<file path="src/rtl/regwr_pkg.sv">
// Shared types and constants for the register-file write-port arbiter.
package regwr_pkg;

  localparam int DATA_W = 64;
  localparam int ADDR_W = 5;
  localparam logic [ADDR_W-1:0] XZR_ADDR = 5'd31;

  typedef struct packed {
    logic [ADDR_W-1:0] addr;
    logic [DATA_W-1:0] data;
  } wr_req_t;

  typedef enum logic [1:0] {
    GNT_NONE = 2'd0,
    GNT_A    = 2'd1,
    GNT_B    = 2'd2
  } grant_t;

  function automatic logic is_xzr(input logic [ADDR_W-1:0] addr);
    return (addr == XZR_ADDR);
  endfunction

endpackage

</file>
<file path="src/rtl/regwr_slot.sv">
// One-entry holding slot for a write requester: FULL flag, age bit, XZR drop.
module regwr_slot
  import regwr_pkg::*;
(
  input  logic    clk,
  input  logic    reset,
  input  logic    active,
  input  logic    in_valid,
  input  wr_req_t in_req,
  input  logic    granted,
  input  logic    other_load,
  output logic    ready,
  output logic    load,
  output logic    full,
  output logic    older,
  output wr_req_t req
);

  logic    full_r;
  logic    older_r;
  wr_req_t req_r;
  logic    full_next_s;
  logic    older_next_s;
  logic    ready_s;
  logic    load_s;

  assign ready_s = active & (~full_r | granted);
  assign load_s  = in_valid & ready_s & ~is_xzr(in_req.addr);

  assign ready = ready_s;
  assign load  = load_s;
  assign full  = full_r;
  assign older = older_r;
  assign req   = req_r;

  // Next slot state; a fresh load is never older than the other slot.
  always_comb begin
    full_next_s  = full_r;
    older_next_s = older_r;
    if (load_s) begin
      full_next_s  = 1'b1;
      older_next_s = 1'b0;
    end else if (granted) begin
      full_next_s  = 1'b0;
      older_next_s = 1'b0;
    end else if (full_r && other_load) begin
      older_next_s = 1'b1;
    end else begin
      older_next_s = older_r;
    end
  end

  // Slot registers.
  always_ff @(posedge clk or posedge reset) begin
    if (reset) begin
      full_r  <= 1'b0;
      older_r <= 1'b0;
      req_r   <= '0;
    end else begin
      full_r  <= full_next_s;
      older_r <= older_next_s;
      if (load_s) begin
        req_r <= in_req;
      end else begin
        req_r <= req_r;
      end
    end
  end

endmodule

</file>
<file path="src/rtl/regwr_arbiter.sv">
// Two-requester round-robin arbiter for the register-file write port.
// Optional REGWR_STATS_EN adds a saturating conflict_cnt output.
module regwr_arbiter
  import regwr_pkg::*;
(
  input  logic              clk,
  input  logic              reset,
  input  logic              a_valid,
  output logic              a_ready,
  input  logic [ADDR_W-1:0] a_addr,
  input  logic [DATA_W-1:0] a_data,
  input  logic              b_valid,
  output logic              b_ready,
  input  logic [ADDR_W-1:0] b_addr,
  input  logic [DATA_W-1:0] b_data,
  output logic              wr_en,
  output logic [ADDR_W-1:0] wr_addr,
  output logic [DATA_W-1:0] wr_data
`ifdef REGWR_STATS_EN
  ,
  output logic [15:0]       conflict_cnt
`endif
);

  logic              active_r;
  logic              rr_is_b_r;
  logic              rr_next_s;
  logic              wr_en_r;
  logic [ADDR_W-1:0] wr_addr_r;
  logic [DATA_W-1:0] wr_data_r;
  grant_t            gnt_s;

  wr_req_t a_in_s, b_in_s, a_req_s, b_req_s;
  logic    a_load_s, b_load_s, a_full_s, b_full_s, a_older_s, b_older_s;
  logic    a_gnt_s, b_gnt_s;

  assign a_in_s  = '{addr: a_addr, data: a_data};
  assign b_in_s  = '{addr: b_addr, data: b_data};
  assign a_gnt_s = (gnt_s == GNT_A);
  assign b_gnt_s = (gnt_s == GNT_B);

  regwr_slot u_slot_a (
    .clk        (clk),
    .reset      (reset),
    .active     (active_r),
    .in_valid   (a_valid),
    .in_req     (a_in_s),
    .granted    (a_gnt_s),
    .other_load (b_load_s),
    .ready      (a_ready),
    .load       (a_load_s),
    .full       (a_full_s),
    .older      (a_older_s),
    .req        (a_req_s)
  );

  regwr_slot u_slot_b (
    .clk        (clk),
    .reset      (reset),
    .active     (active_r),
    .in_valid   (b_valid),
    .in_req     (b_in_s),
    .granted    (b_gnt_s),
    .other_load (a_load_s),
    .ready      (b_ready),
    .load       (b_load_s),
    .full       (b_full_s),
    .older      (b_older_s),
    .req        (b_req_s)
  );

  // Grant selection: same-register writes go oldest-first (A on a tie),
  // otherwise the round-robin pointer decides and then flips.
  always_comb begin
    gnt_s     = GNT_NONE;
    rr_next_s = rr_is_b_r;
    case ({a_full_s, b_full_s})
      2'b10: gnt_s = GNT_A;
      2'b01: gnt_s = GNT_B;
      2'b11: begin
        if (a_req_s.addr == b_req_s.addr) begin
          if (b_older_s && !a_older_s) begin
            gnt_s = GNT_B;
          end else begin
            gnt_s = GNT_A;
          end
        end else begin
          if (rr_is_b_r) begin
            gnt_s = GNT_B;
          end else begin
            gnt_s = GNT_A;
          end
          rr_next_s = ~rr_is_b_r;
        end
      end
      default: gnt_s = GNT_NONE;
    endcase
  end

  // Output registers, rr pointer, and the post-reset enable for ready.
  always_ff @(posedge clk or posedge reset) begin
    if (reset) begin
      active_r  <= 1'b0;
      rr_is_b_r <= 1'b0;
      wr_en_r   <= 1'b0;
      wr_addr_r <= '0;
      wr_data_r <= '0;
    end else begin
      active_r  <= 1'b1;
      rr_is_b_r <= rr_next_s;
      case (gnt_s)
        GNT_A: begin
          wr_en_r   <= 1'b1;
          wr_addr_r <= a_req_s.addr;
          wr_data_r <= a_req_s.data;
        end
        GNT_B: begin
          wr_en_r   <= 1'b1;
          wr_addr_r <= b_req_s.addr;
          wr_data_r <= b_req_s.data;
        end
        default: wr_en_r <= 1'b0;
      endcase
    end
  end

  assign wr_en   = wr_en_r;
  assign wr_addr = wr_addr_r;
  assign wr_data = wr_data_r;

`ifdef REGWR_STATS_EN
  logic [15:0] conflict_cnt_r;

  // Saturating count of cycles with both slots occupied.
  always_ff @(posedge clk or posedge reset) begin
    if (reset) begin
      conflict_cnt_r <= 16'd0;
    end else if (a_full_s && b_full_s && (conflict_cnt_r != 16'hFFFF)) begin
      conflict_cnt_r <= conflict_cnt_r + 16'd1;
    end else begin
      conflict_cnt_r <= conflict_cnt_r;
    end
  end

  assign conflict_cnt = conflict_cnt_r;
`endif

endmodule

</file>
<file path="config.mk">
export PLATFORM = sky130hd
export DESIGN_NAME = regwr_arbiter
export DESIGN_NICKNAME = d
export VERILOG_FILES = /design/src/rtl/regwr_pkg.sv /design/src/rtl/regwr_slot.sv /design/src/rtl/regwr_arbiter.sv
export SDC_FILE = /design/constraint.sdc
export NUM_CORES = 1
export LEC_CHECK = 0
export ABC_CLOCK_PERIOD_IN_PS = 2700
export CAP_MARGIN = 20
export CORE_UTILIZATION = 35
export DETAILED_ROUTE_END_ITERATION = 10
export PLACE_DENSITY = 0.65
export SYNTH_ARGS = -nofsm -noshare
export SYNTH_HDL_FRONTEND = slang
export SYNTH_HIERARCHICAL = 1
export SYNTH_SLANG_ARGS = --single-unit
</file>
<file path="constraint.sdc">
create_clock -name clk -period 2.7 [get_ports clk]
set_clock_uncertainty 0.1 [all_clocks]
set_input_delay 0.405 -clock clk [delete_from_list [all_inputs] [get_ports clk]]
set_output_delay 0.405 -clock clk [all_outputs]
set_load 0.03 [all_outputs]
</file>
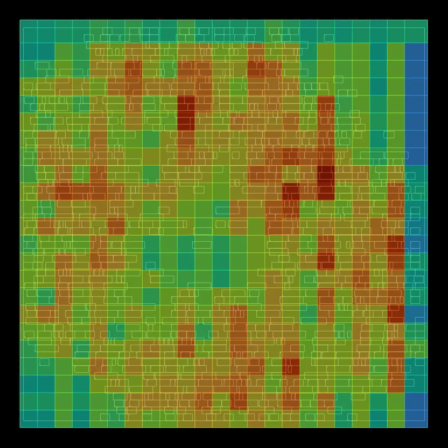
(routing congestion map)
met2 Usage GRT: 0.3107
met1 track demand over resource: 0.2618

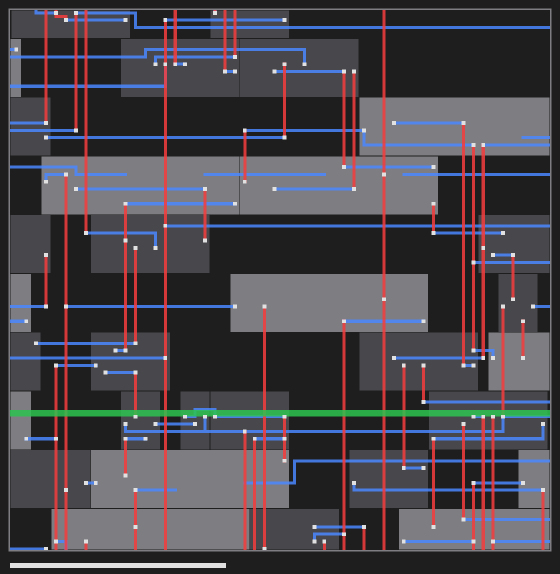
(a small window of the routed layout)
Scale bar: 10 um. Region (28, 28) to (53, 53) um. Cells in grey, sequential cells in the stronger grey; small squares are vias.
[M3] green
[M2] red
[M1] blue
sequential cells in the window: 7
most frequent: dfrtp_1 (7), mux2_4 (5), clkdlybuf4s50_1 (3)
cells with their middle in the window: 21
netlist names of flops here include: u_slot_b/req (3), u_slot_a/req (2), wr_data (2)

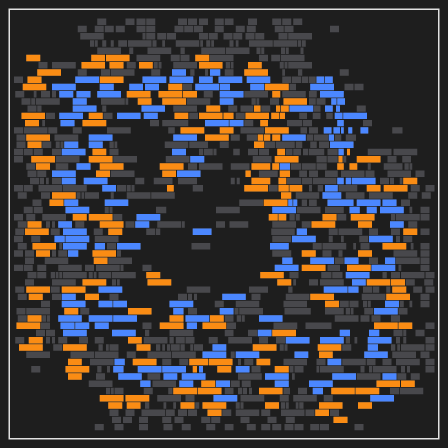
(cells coloured by instance)
Other cells in grey.
[u_slot_b] blue | cells: 162 | where: all over the die
[u_slot_a] orange | cells: 166 | where: all over the die
not coloured: 612

## worst reg2reg max path, cell delays in order (launching register included)
cell,delay (ns)
sky130_fd_sc_hd__dfrtp_1,0.41
sky130_fd_sc_hd__xor2_2,0.20
sky130_fd_sc_hd__or3_4,0.42
sky130_fd_sc_hd__nand2b_4,0.09
sky130_fd_sc_hd__buf_6,0.09
sky130_fd_sc_hd__o2111a_1,0.23
sky130_fd_sc_hd__ha_4,0.15
sky130_fd_sc_hd__buf_6,0.11
sky130_fd_sc_hd__nor2b_4,0.05
sky130_fd_sc_hd__a211oi_4,0.27
sky130_fd_sc_hd__buf_6,0.22
sky130_fd_sc_hd__buf_12,0.13
sky130_fd_sc_hd__buf_16,0.14
sky130_fd_sc_hd__mux2_4,0.31
## flip-flops by register name (all words and copies together), names as in the netlist
register	flops
rr_is_b_r	1
active_r	1
wr_en	1
u_slot_b/req	69
wr_addr	5
u_slot_a/full	1
u_slot_b/full	1
wr_data	64
u_slot_b/older	1
u_slot_a/req	69
u_slot_a/older	1
## cells in the final DEF, fill, tap and decap left out, drive strengths merged, types with 6 or more instances in the layout
cell and instances:
mux2 128, clkinv 9, buf 65, a211oi 6, clkbuf 39, clkdlybuf4s50 211
o21ai 69, nand2 72, o22a 10, dfrtp 214, mux2i 69
## power groups by stage
stage | Combinational, mW | Sequential, mW | Clock [mW]
finish | 9.83 | 5.92 | 3.09
global placement | 8.31 | 5.86 | 0
floorplan | 4.58 | 6.68 | 0
CTS | 9.06 | 5.86 | 3.17
global route | 10.6 | 6.12 | 3.31
detailed placement | 8.48 | 5.89 | 0
## metal layers
layer / global-route usage / up-vias / wire, um
li1: - / 2859 / -
met1: 0.2618 / 3059 / 11750
met2: 0.3107 / 168 / 12120
met3: 0.03771 / 18 / 1364
met4: 0.03431 / 0 / 257
met5: 0 / - / 0
==> impl_metrics.ini <==
; yosys + openroad results
[yosys]
edf_count = 0
yosys-dominant-comb-family = multiplexers
synth-seq-area-share = 0.6065
warnings_from_yosys = 6
ys_types = 35

[global_routing]
maximum_number_of_pins_on_one_net_before_global_route_repair = 72
grt.overflow.total = 0

[pwr]
power.share.combinational = 0.522
power_frac_seq = 0.314

[clock_tree]
cts_buffer_depth = 3
post_cts.repair.setup_buffers = 18
cts_num_sinks = 214

[timing]
hold_viol_final = 0
setup_violations = 149
setup_ws_ns = -0.3502
worstMarginPinSlew_ns = 0.6130

[floorplanning]
nWellTaps = 324
die_height_um = 160.8
fp.dieArea_um2 = 25870

[status]
failed_checks = negative setup slack
run_status = complete, but fails checks

[final_layout]
finish.net_count = 1068
num-clock-buffers = 35
logic_area_um2 = 3741
post_layout_nonfiller_instances = 1264

[setup_path]
endpoint_kind = primary output
worst_r2r_path_depth = 13
crit-reg2reg-capture = u_slot_b/req[28]$_DFFE_PP0P_

[routing]
drc_viols = 0
drt_iter0_markers = 239

[run]
tool_warnings = 29
Power and IR drop assume default switching activity.
